final_congestion.png
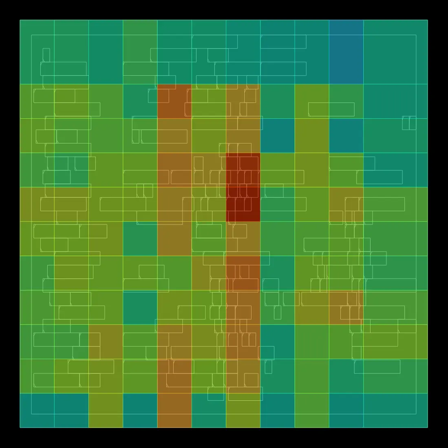
met3.png
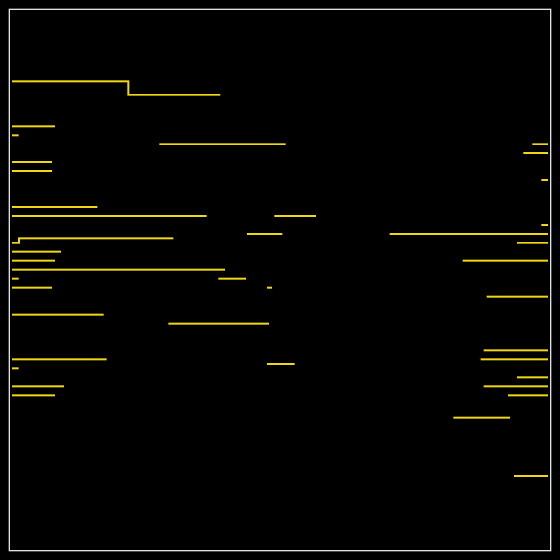
===== src/rtl/core_pkg.sv =====
// Shared opcode, FSM-state, counter-command and instruction-field definitions for the 16-bit core sequencer.
package core_pkg;

    localparam logic [4:0] OP_NOP   = 5'h00;
    localparam logic [4:0] OP_ADD   = 5'h01;
    localparam logic [4:0] OP_SUB   = 5'h02;
    localparam logic [4:0] OP_MUL   = 5'h03;
    localparam logic [4:0] OP_AND   = 5'h04;
    localparam logic [4:0] OP_OR    = 5'h05;
    localparam logic [4:0] OP_XOR   = 5'h06;
    localparam logic [4:0] OP_SHL   = 5'h07;
    localparam logic [4:0] OP_SHR   = 5'h08;
    localparam logic [4:0] OP_MOV   = 5'h09;
    localparam logic [4:0] OP_CMPEQ = 5'h0A;
    localparam logic [4:0] OP_CMPLT = 5'h0B;
    localparam logic [4:0] OP_CMPGT = 5'h0C;
    localparam logic [4:0] OP_CSET  = 5'h0D;
    localparam logic [4:0] OP_CINC  = 5'h0E;
    localparam logic [4:0] OP_CDEC  = 5'h0F;
    localparam logic [4:0] OP_ADDC  = 5'h10;
    localparam logic [4:0] OP_HALT  = 5'h1F;

    localparam logic [2:0] ST_IDLE     = 3'd0;
    localparam logic [2:0] ST_FETCH    = 3'd1;
    localparam logic [2:0] ST_DECODE   = 3'd2;
    localparam logic [2:0] ST_EXEC     = 3'd3;
    localparam logic [2:0] ST_WAIT_ALU = 3'd4;
    localparam logic [2:0] ST_WB       = 3'd5;
    localparam logic [2:0] ST_HALT     = 3'd6;

    localparam logic [1:0] CNT_NONE = 2'b00;
    localparam logic [1:0] CNT_SET  = 2'b01;
    localparam logic [1:0] CNT_INC  = 2'b10;
    localparam logic [1:0] CNT_DEC  = 2'b11;

    localparam int F_OP_LSB = 0;
    localparam int F_RD_LSB = 5;
    localparam int F_RA_LSB = 8;
    localparam int F_RB_LSB = 11;

    typedef enum logic [2:0] {
        CL_NOP,
        CL_ALU,
        CL_CMP,
        CL_CNT,
        CL_HALT,
        CL_ILL
    } op_class_e;

endpackage


===== src/rtl/alu_sequencer_if.sv =====
// Instruction-memory fetch port plus ALU / register-file control bundle; master = sequencer side.
interface alu_sequencer_if #(
    parameter int PC_W = 8
);
    logic            imem_req;
    logic [PC_W-1:0] imem_addr;
    logic            imem_valid;
    logic [15:0]     imem_data;
    logic [7:0]      alu_op;
    logic            alu_start;
    logic            alu_done;
    logic [2:0]      rf_ra;
    logic [2:0]      rf_rb;
    logic [2:0]      rf_wa;
    logic            rf_we;
    logic            flag_we;
    logic [1:0]      cnt_op;

    modport master (
        output imem_req, imem_addr, alu_op, alu_start, rf_ra, rf_rb, rf_wa, rf_we, flag_we, cnt_op,
        input  imem_valid, imem_data, alu_done
    );

    modport slave (
        input  imem_req, imem_addr, alu_op, alu_start, rf_ra, rf_rb, rf_wa, rf_we, flag_we, cnt_op,
        output imem_valid, imem_data, alu_done
    );
endinterface


===== src/rtl/alu_seq_decode.sv =====
// Combinational opcode classifier: zero latency, no state, no backpressure.
module alu_seq_decode
    import core_pkg::*;
(
    input  logic [4:0] opcode,
    output op_class_e  op_class,
    output logic [7:0] alu_op,
    output logic       rf_we,
    output logic       flag_we,
    output logic [1:0] cnt_op,
    output logic       is_mul,
    output logic       is_halt,
    output logic       is_illegal
);
    always_comb begin
        op_class   = CL_ILL;
        rf_we      = 1'b0;
        flag_we    = 1'b0;
        cnt_op     = CNT_NONE;
        is_halt    = 1'b0;
        is_illegal = 1'b0;
        if (opcode == OP_NOP) begin
            op_class = CL_NOP;
        end else if (opcode inside {OP_ADD, OP_SUB, OP_MUL, OP_AND, OP_OR, OP_XOR,
                                    OP_SHL, OP_SHR, OP_MOV, OP_ADDC}) begin
            op_class = CL_ALU;
            rf_we    = 1'b1;
        end else if (opcode inside {OP_CMPEQ, OP_CMPLT, OP_CMPGT}) begin
            op_class = CL_CMP;
            flag_we  = 1'b1;
        end else if (opcode == OP_CSET) begin
            op_class = CL_CNT;
            cnt_op   = CNT_SET;
        end else if (opcode == OP_CINC) begin
            op_class = CL_CNT;
            cnt_op   = CNT_INC;
        end else if (opcode == OP_CDEC) begin
            op_class = CL_CNT;
            cnt_op   = CNT_DEC;
        end else if (opcode == OP_HALT) begin
            op_class = CL_HALT;
            is_halt  = 1'b1;
        end else begin
            is_illegal = 1'b1;
        end
    end

    assign alu_op = {3'b000, opcode};
    assign is_mul = (opcode == OP_MUL);
endmodule


===== src/rtl/alu_sequencer.sv =====
// Fetch/decode/execute controller: 4 cycles per instruction, +1 per memory wait, MUL adds its WAIT_ALU cycles.
// Stalls in FETCH until imem_valid and in WAIT_ALU until alu_done; ALU_SEQ_ILLEGAL_TRAP_EN halts on illegal opcodes.
module alu_sequencer
    import core_pkg::*;
#(
    parameter int PC_W = 8
) (
    input  logic            clk,
    input  logic            rst_n,
    input  logic            start,
    alu_sequencer_if.master bus,
    output logic            busy,
    output logic            halted,
    output logic            illegal
);
`ifdef ALU_SEQ_ILLEGAL_TRAP_EN
    localparam bit TRAP_ILLEGAL = 1'b1;
`else
    localparam bit TRAP_ILLEGAL = 1'b0;
`endif

    logic [2:0]      state_q, state_d;
    logic [PC_W-1:0] pc_q, pc_d;
    logic [13:0]     instr_q, instr_d;
    logic [7:0]      alu_op_q, alu_op_d;
    logic [2:0]      ra_q, ra_d, rb_q, rb_d, wa_q, wa_d;
    logic            alu_start_q, alu_start_d;
    logic            rf_we_q, rf_we_d;
    logic            flag_we_q, flag_we_d;
    logic [1:0]      cnt_op_q, cnt_op_d;
    logic            illegal_q, illegal_d;

    op_class_e  dec_class;
    logic [7:0] dec_alu_op;
    logic       dec_rf_we, dec_flag_we, dec_is_mul, dec_is_halt, dec_is_illegal;
    logic [1:0] dec_cnt_op;
    logic       reserved_unused;

    assign reserved_unused = ^bus.imem_data[15:14];

    alu_seq_decode u_decode (
        .opcode     (instr_q[F_OP_LSB +: 5]),
        .op_class   (dec_class),
        .alu_op     (dec_alu_op),
        .rf_we      (dec_rf_we),
        .flag_we    (dec_flag_we),
        .cnt_op     (dec_cnt_op),
        .is_mul     (dec_is_mul),
        .is_halt    (dec_is_halt),
        .is_illegal (dec_is_illegal)
    );

    always_comb begin
        state_d     = state_q;
        pc_d        = pc_q;
        instr_d     = instr_q;
        alu_op_d    = alu_op_q;
        ra_d        = ra_q;
        rb_d        = rb_q;
        wa_d        = wa_q;
        illegal_d   = illegal_q;
        alu_start_d = 1'b0;
        rf_we_d     = 1'b0;
        flag_we_d   = 1'b0;
        cnt_op_d    = CNT_NONE;
        case (state_q)
            ST_IDLE, ST_HALT: begin
                if (start) begin
                    state_d   = ST_FETCH;
                    pc_d      = '0;
                    illegal_d = 1'b0;
                end
            end
            ST_FETCH: begin
                if (bus.imem_valid) begin
                    instr_d = bus.imem_data[13:0];
                    state_d = ST_DECODE;
                end
            end
            ST_DECODE: begin
                // Operand/op fields are frozen here so the datapath sees them stable through WB.
                alu_op_d = dec_alu_op;
                ra_d     = instr_q[F_RA_LSB +: 3];
                rb_d     = instr_q[F_RB_LSB +: 3];
                wa_d     = instr_q[F_RD_LSB +: 3];
                if (dec_is_illegal) illegal_d = 1'b1;
                if (dec_is_halt || (TRAP_ILLEGAL && dec_is_illegal)) begin
                    state_d = ST_HALT;
                end else begin
                    state_d     = ST_EXEC;
                    alu_start_d = (dec_class == CL_ALU) || (dec_class == CL_CMP);
                end
            end
            ST_EXEC: begin
                if (dec_is_mul) begin
                    state_d = ST_WAIT_ALU;
                end else begin
                    state_d   = ST_WB;
                    rf_we_d   = dec_rf_we;
                    flag_we_d = dec_flag_we;
                    cnt_op_d  = dec_cnt_op;
                end
            end
            ST_WAIT_ALU: begin
                if (bus.alu_done) begin
                    state_d = ST_WB;
                    rf_we_d = dec_rf_we;
                end
            end
            ST_WB: begin
                state_d = ST_FETCH;
                pc_d    = pc_q + 1'b1;
            end
            default: state_d = ST_IDLE;
        endcase
    end

    always_ff @(posedge clk or negedge rst_n) begin
        if (!rst_n) begin
            state_q     <= ST_IDLE;
            pc_q        <= '0;
            instr_q     <= '0;
            alu_op_q    <= '0;
            ra_q        <= '0;
            rb_q        <= '0;
            wa_q        <= '0;
            alu_start_q <= 1'b0;
            rf_we_q     <= 1'b0;
            flag_we_q   <= 1'b0;
            cnt_op_q    <= CNT_NONE;
            illegal_q   <= 1'b0;
        end else begin
            state_q     <= state_d;
            pc_q        <= pc_d;
            instr_q     <= instr_d;
            alu_op_q    <= alu_op_d;
            ra_q        <= ra_d;
            rb_q        <= rb_d;
            wa_q        <= wa_d;
            alu_start_q <= alu_start_d;
            rf_we_q     <= rf_we_d;
            flag_we_q   <= flag_we_d;
            cnt_op_q    <= cnt_op_d;
            illegal_q   <= illegal_d;
        end
    end

    assign bus.imem_req  = (state_q == ST_FETCH);
    assign bus.imem_addr = pc_q;
    assign bus.alu_op    = alu_op_q;
    assign bus.alu_start = alu_start_q;
    assign bus.rf_ra     = ra_q;
    assign bus.rf_rb     = rb_q;
    assign bus.rf_wa     = wa_q;
    assign bus.rf_we     = rf_we_q;
    assign bus.flag_we   = flag_we_q;
    assign bus.cnt_op    = cnt_op_q;
    assign busy          = (state_q != ST_IDLE) && (state_q != ST_HALT);
    assign halted        = (state_q == ST_HALT);
    assign illegal       = illegal_q;
endmodule


===== src/flat_wrapper.sv =====
// flat-port wrapper written by rule: the top's interface ports become plain ports
module alu_sequencer_flat import core_pkg::*;
#(
    parameter int PC_W = 8
)
  (clk, rst_n, start, busy, halted, illegal, bus_imem_req, bus_imem_addr, bus_alu_op, bus_alu_start, bus_rf_ra, bus_rf_rb, bus_rf_wa, bus_rf_we, bus_flag_we, bus_cnt_op, bus_imem_valid, bus_imem_data, bus_alu_done);
  alu_sequencer_if #(.PC_W(PC_W)) bus_i ();
  input  logic clk;
  input  logic rst_n;
  input  logic start;
  output logic busy;
  output logic halted;
  output logic illegal;
  output wire logic [$bits(bus_i.imem_req)-1:0] bus_imem_req;
  output wire logic [$bits(bus_i.imem_addr)-1:0] bus_imem_addr;
  output wire logic [$bits(bus_i.alu_op)-1:0] bus_alu_op;
  output wire logic [$bits(bus_i.alu_start)-1:0] bus_alu_start;
  output wire logic [$bits(bus_i.rf_ra)-1:0] bus_rf_ra;
  output wire logic [$bits(bus_i.rf_rb)-1:0] bus_rf_rb;
  output wire logic [$bits(bus_i.rf_wa)-1:0] bus_rf_wa;
  output wire logic [$bits(bus_i.rf_we)-1:0] bus_rf_we;
  output wire logic [$bits(bus_i.flag_we)-1:0] bus_flag_we;
  output wire logic [$bits(bus_i.cnt_op)-1:0] bus_cnt_op;
  input wire logic [$bits(bus_i.imem_valid)-1:0] bus_imem_valid;
  input wire logic [$bits(bus_i.imem_data)-1:0] bus_imem_data;
  input wire logic [$bits(bus_i.alu_done)-1:0] bus_alu_done;
  assign bus_imem_req = bus_i.imem_req;
  assign bus_imem_addr = bus_i.imem_addr;
  assign bus_alu_op = bus_i.alu_op;
  assign bus_alu_start = bus_i.alu_start;
  assign bus_rf_ra = bus_i.rf_ra;
  assign bus_rf_rb = bus_i.rf_rb;
  assign bus_rf_wa = bus_i.rf_wa;
  assign bus_rf_we = bus_i.rf_we;
  assign bus_flag_we = bus_i.flag_we;
  assign bus_cnt_op = bus_i.cnt_op;
  assign bus_i.imem_valid = bus_imem_valid;
  assign bus_i.imem_data = bus_imem_data;
  assign bus_i.alu_done = bus_alu_done;
  alu_sequencer #(.PC_W(PC_W)) u_core (.clk(clk), .rst_n(rst_n), .start(start), .bus(bus_i), .busy(busy), .halted(halted), .illegal(illegal));
endmodule

===== config.mk =====
export PLATFORM = sky130hd
export DESIGN_NAME = alu_sequencer_flat
export DESIGN_NICKNAME = d
export VERILOG_FILES = /design/src/rtl/core_pkg.sv /design/src/rtl/alu_sequencer_if.sv /design/src/rtl/alu_seq_decode.sv /design/src/rtl/alu_sequencer.sv /design/src/flat_wrapper.sv
export SDC_FILE = /design/constraint.sdc
export NUM_CORES = 1
export LEC_CHECK = 0
export CAP_MARGIN = 20
export CORE_MARGIN = 2
export CORE_UTILIZATION = 35
export CTS_CLUSTER_SIZE = 25
export DETAILED_ROUTE_END_ITERATION = 6
export DONT_BUFFER_PORTS = 1
export GPL_ROUTABILITY_DRIVEN = 0
export PLACE_DENSITY = 0.51
export SYNTH_ARGS = -nofsm -noshare
export SYNTH_HDL_FRONTEND = slang
export SYNTH_SLANG_ARGS = --single-unit
export TNS_END_PERCENT = 30

===== constraint.sdc =====
create_clock -name clk -period 2.7 [get_ports clk]
set_input_delay 0.405 -clock clk [delete_from_list [all_inputs] [get_ports clk]]
set_output_delay 0.405 -clock clk [all_outputs]
set_load 0.05 [all_outputs]

==> impl_metrics.csv <==
group,metric,value,unit
power,switchingPower,1460,uW
floorplanning,fp.dieW,81.9,um
synth,ys_cells,175,
synth,ys_types,43,
final_layout,utilization,0.379,
route,antenna_left,0,
min_path,hold_path.class,"input pin to register",
timing,final-hold-violation-count,0,
worst_setup_path,critical_path_class,"register to output pin",
global_routing,antenna_found_initial,0,
min_path,hold_end,"u_core.instr_q[4]",
floorplanning,core,0.00589,sq mm
power,p_leak,0.000943,uW
flow_run,maxCapViolCount,0,
clock_network,ctsResizeCount,0,
power,p_seq_frac,0.570,
placement,placed_area,0.00211,sq mm
floorplanning,chip_area,0.00671,sq mm
final_layout,design_area,0.00223,sq mm
global_routing,grt_use_total,0.135,
final_layout,antenna_cells,0,
timing,setup_viol,0,
worst_setup_path,cp_cell_sequence,"xnor2_1 -> nand2_1",
global_routing,overflow,0,
route,routedWlPerCell,16.4,um
synth,ys_area,0.00212,sq mm
clock_network,hold_buffers,2,
clock_network,clk_pin_slew,0.08,ns
floorplanning,fp-row-count,28,
worst_setup_path,r2r-start,"u_core.state_q[0]",
power,p_total,3030,uW
placement,place_ws,0.933,ns
clock_network,cts_tree,"done",
synth,async_reset_ff_frac,1.00,
flow_run,warnings,28,
route,drcViolationCount,0,
timing,fin_ws,0.711,ns
final_layout,fin_cells,251,
floorplanning,fp_util,0.361,
power,clkPwrFrac,0.134,
clock_network,post-cts-setup-buffers,0,
synth,syn_inst,175,
synth,synth_area,0.00212,sq mm
clock_network,clock_path_buffers,2,
worst_setup_path,reg2reg_to,"u_core.instr_q[2]",
synth,yosys.stat.seqShare,0.530,
outcome,status,"completed",
global_routing,grt_pass1_wl,6730,um
synth,avgSynthCellArea,12.1,sq um
timing,final.setup_skew,0.00526,ns
power,vdd_ir_drop_max,0.573,mV
final_layout,drive_above_1_share,0.250,
min_path,hold_start,"bus_imem_data[4]",
timing,rsz0062_at_grt,"no",
synth,synth_warnings,0,
placement,numPortBuffers,0,
final_layout,nNetsFinal,197,
final_layout,area_growth,5.01,%
placement,placedCellCount,241,
route,first_pass_iters,4,
synth,synth-seq-cells,45,
synth,enable_flop_cells,0,
route,viasPerCell,5.18,
clock_network,clk_latency,0.29,ns
power,intPower,1570,uW
clock_network,cts_buffers,5,
min_path,hold-path-cell-count,2,
power,power.density,1360,mW/mm^2
worst_setup_path,worstPathArrival,1.58,ns
timing,fin_setup_tns,0,ns
power,p_comb_frac,0.296,
worst_setup_path,critical_path.slowest_cell,"dfrtp_1",
global_routing,grt_max_degree,46,
power,swShare,0.481,
timing,final_max_slew_viol_count,0,
worst_setup_path,worstSetupEndpointType,"output pin",
clock_network,root_buffer,"clkbuf_8",
worst_setup_path,critPathMaxStageDelay,0.56,ns
worst_setup_path,cp.required,2.30,ns
timing,hold_ws,0.244,ns
clock_network,cts.sinks,45,
About final_congestion.png:
met1 Use GR: 0.151
busiest grt layer: met2
met2 usage: 0.227

About met3.png:
longest straight run: 32.0 um
wire length on this layer: 374 um
Routed WL: 4120 um
vias post-DR: 1299
grt met3 use: 0.0604

-- layout make-up --
type,instances,area [sq um]
inverter,3,13.8
tap,75,93.8
clock inverter,1,7.51
timing repair buffer,5,60.1
multi-input combinational,115,852
sequential,45,1130
clock buffer,7,76.3
fill,579,3660
-- layout by cell type, fill, tap and decap left out, types with 2 or more instances in the layout --
cell type	count
a21oi_1	5
a31oi_1	2
and2_1	3
buf_4	3
clkbuf_1	2
clkbuf_8	5
conb_1	3
dfrtp_1	45
inv_1	2
mux2_2	20
mux2_4	7
nand2_1	15
nand3_1	5
nand3b_1	2
nand4_1	3
nor2_1	6
nor2b_1	2
nor3_1	3
o211ai_1	2
o21ai_0	16
-- metal layers --
layer,vias up,track usage,routed length (um)
li1,613,-,-
met2,45,0.227,2040
met3,6,0.0604,373
met5,-,0,0
met4,0,0.0500,61
met1,635,0.151,1640
-- cells in the mapped netlist, types with 2 or more instances --
| cell type | number | area, sq um |
|---|---|---|
| and2_1 | 3 | 18.8 |
| mux2_4 | 7 | 105 |
| buf_6 | 4 | 45.0 |
| buf_4 | 5 | 37.5 |
| clkbuf_8 | 3 | 41.3 |
| nand2_1 | 15 | 56.3 |
| mux2_2 | 20 | 225 |
| o211ai_1 | 2 | 15.0 |
| nor3_1 | 4 | 20.0 |
| nor2_1 | 6 | 22.5 |
| a31oi_1 | 2 | 12.5 |
| dfrtp_1 | 45 | 1130 |
| o21ai_0 | 16 | 80.1 |
| inv_1 | 2 | 7.51 |
| nand3b_1 | 2 | 15.0 |
| nand3_1 | 5 | 25.0 |
| nand4_1 | 3 | 18.8 |
| nor2b_1 | 2 | 12.5 |
| a21oi_1 | 5 | 25.0 |
-- power by group through the flow --
stage / Clock (uW) / Combinational, uW / Sequential, uW
floorplan: 0 / 997 / 1560
global placement: 0 / 853 / 1730
detailed placement: 0 / 886 / 1750
CTS: 427 / 910 / 1740
global route: 455 / 984 / 1790
finish: 405 / 896 / 1730
-- cell families (layout without fill, tap and decap cells) --
| kind of cell | Yosys count | in the layout | synth area share |
|---|---|---|---|
| AOI/OAI and AO/OA | 32 | 32 | 0.0896 |
| xor gates and xnor gates | 2 | 2 | 0.00825 |
| adders and majority gates | 2 | 2 | 0.0106 |
| buffers and inverters | 17 | 16 | 0.0742 |
| DFF | 45 | 45 | 0.530 |
| muxes | 28 | 28 | 0.160 |
| other | 1 | 3 | 0.00177 |
| and+or+nand+nor | 48 | 48 | 0.125 |
-- critical path, delay by kind of cell (launching register included) --
family	cells	cell delay (ns)
flops	1	0.56
simple gates	1	0.37
xor+xnor	1	0.36
-- flip-flops by register name, summed over array words and instances, names as in the netlist, 2 cells and up --
name                  flops
u_core.bus.alu_op         5
u_core.bus.cnt_op         2
u_core.bus.imem_addr      8
u_core.bus.rf_ra          3
u_core.bus.rf_rb          3
u_core.bus.rf_wa          3
u_core.instr_q           14
u_core.state_q            3
-- worst max-delay path by stage --
stage,cells past startpoint,from,endpoint
after floorplan,2,u_core.state_q[1],bus_imem_req
after global placement,4,u_core.state_q[0],u_core.instr_q[12]
after detailed placement,4,u_core.state_q[0],u_core.instr_q[2]
after CTS,2,u_core.state_q[1],busy
after global routing,2,u_core.state_q[1],busy
final,2,u_core.state_q[1],busy
Power figures rest on the tool's default switching activity, not on a simulated workload.
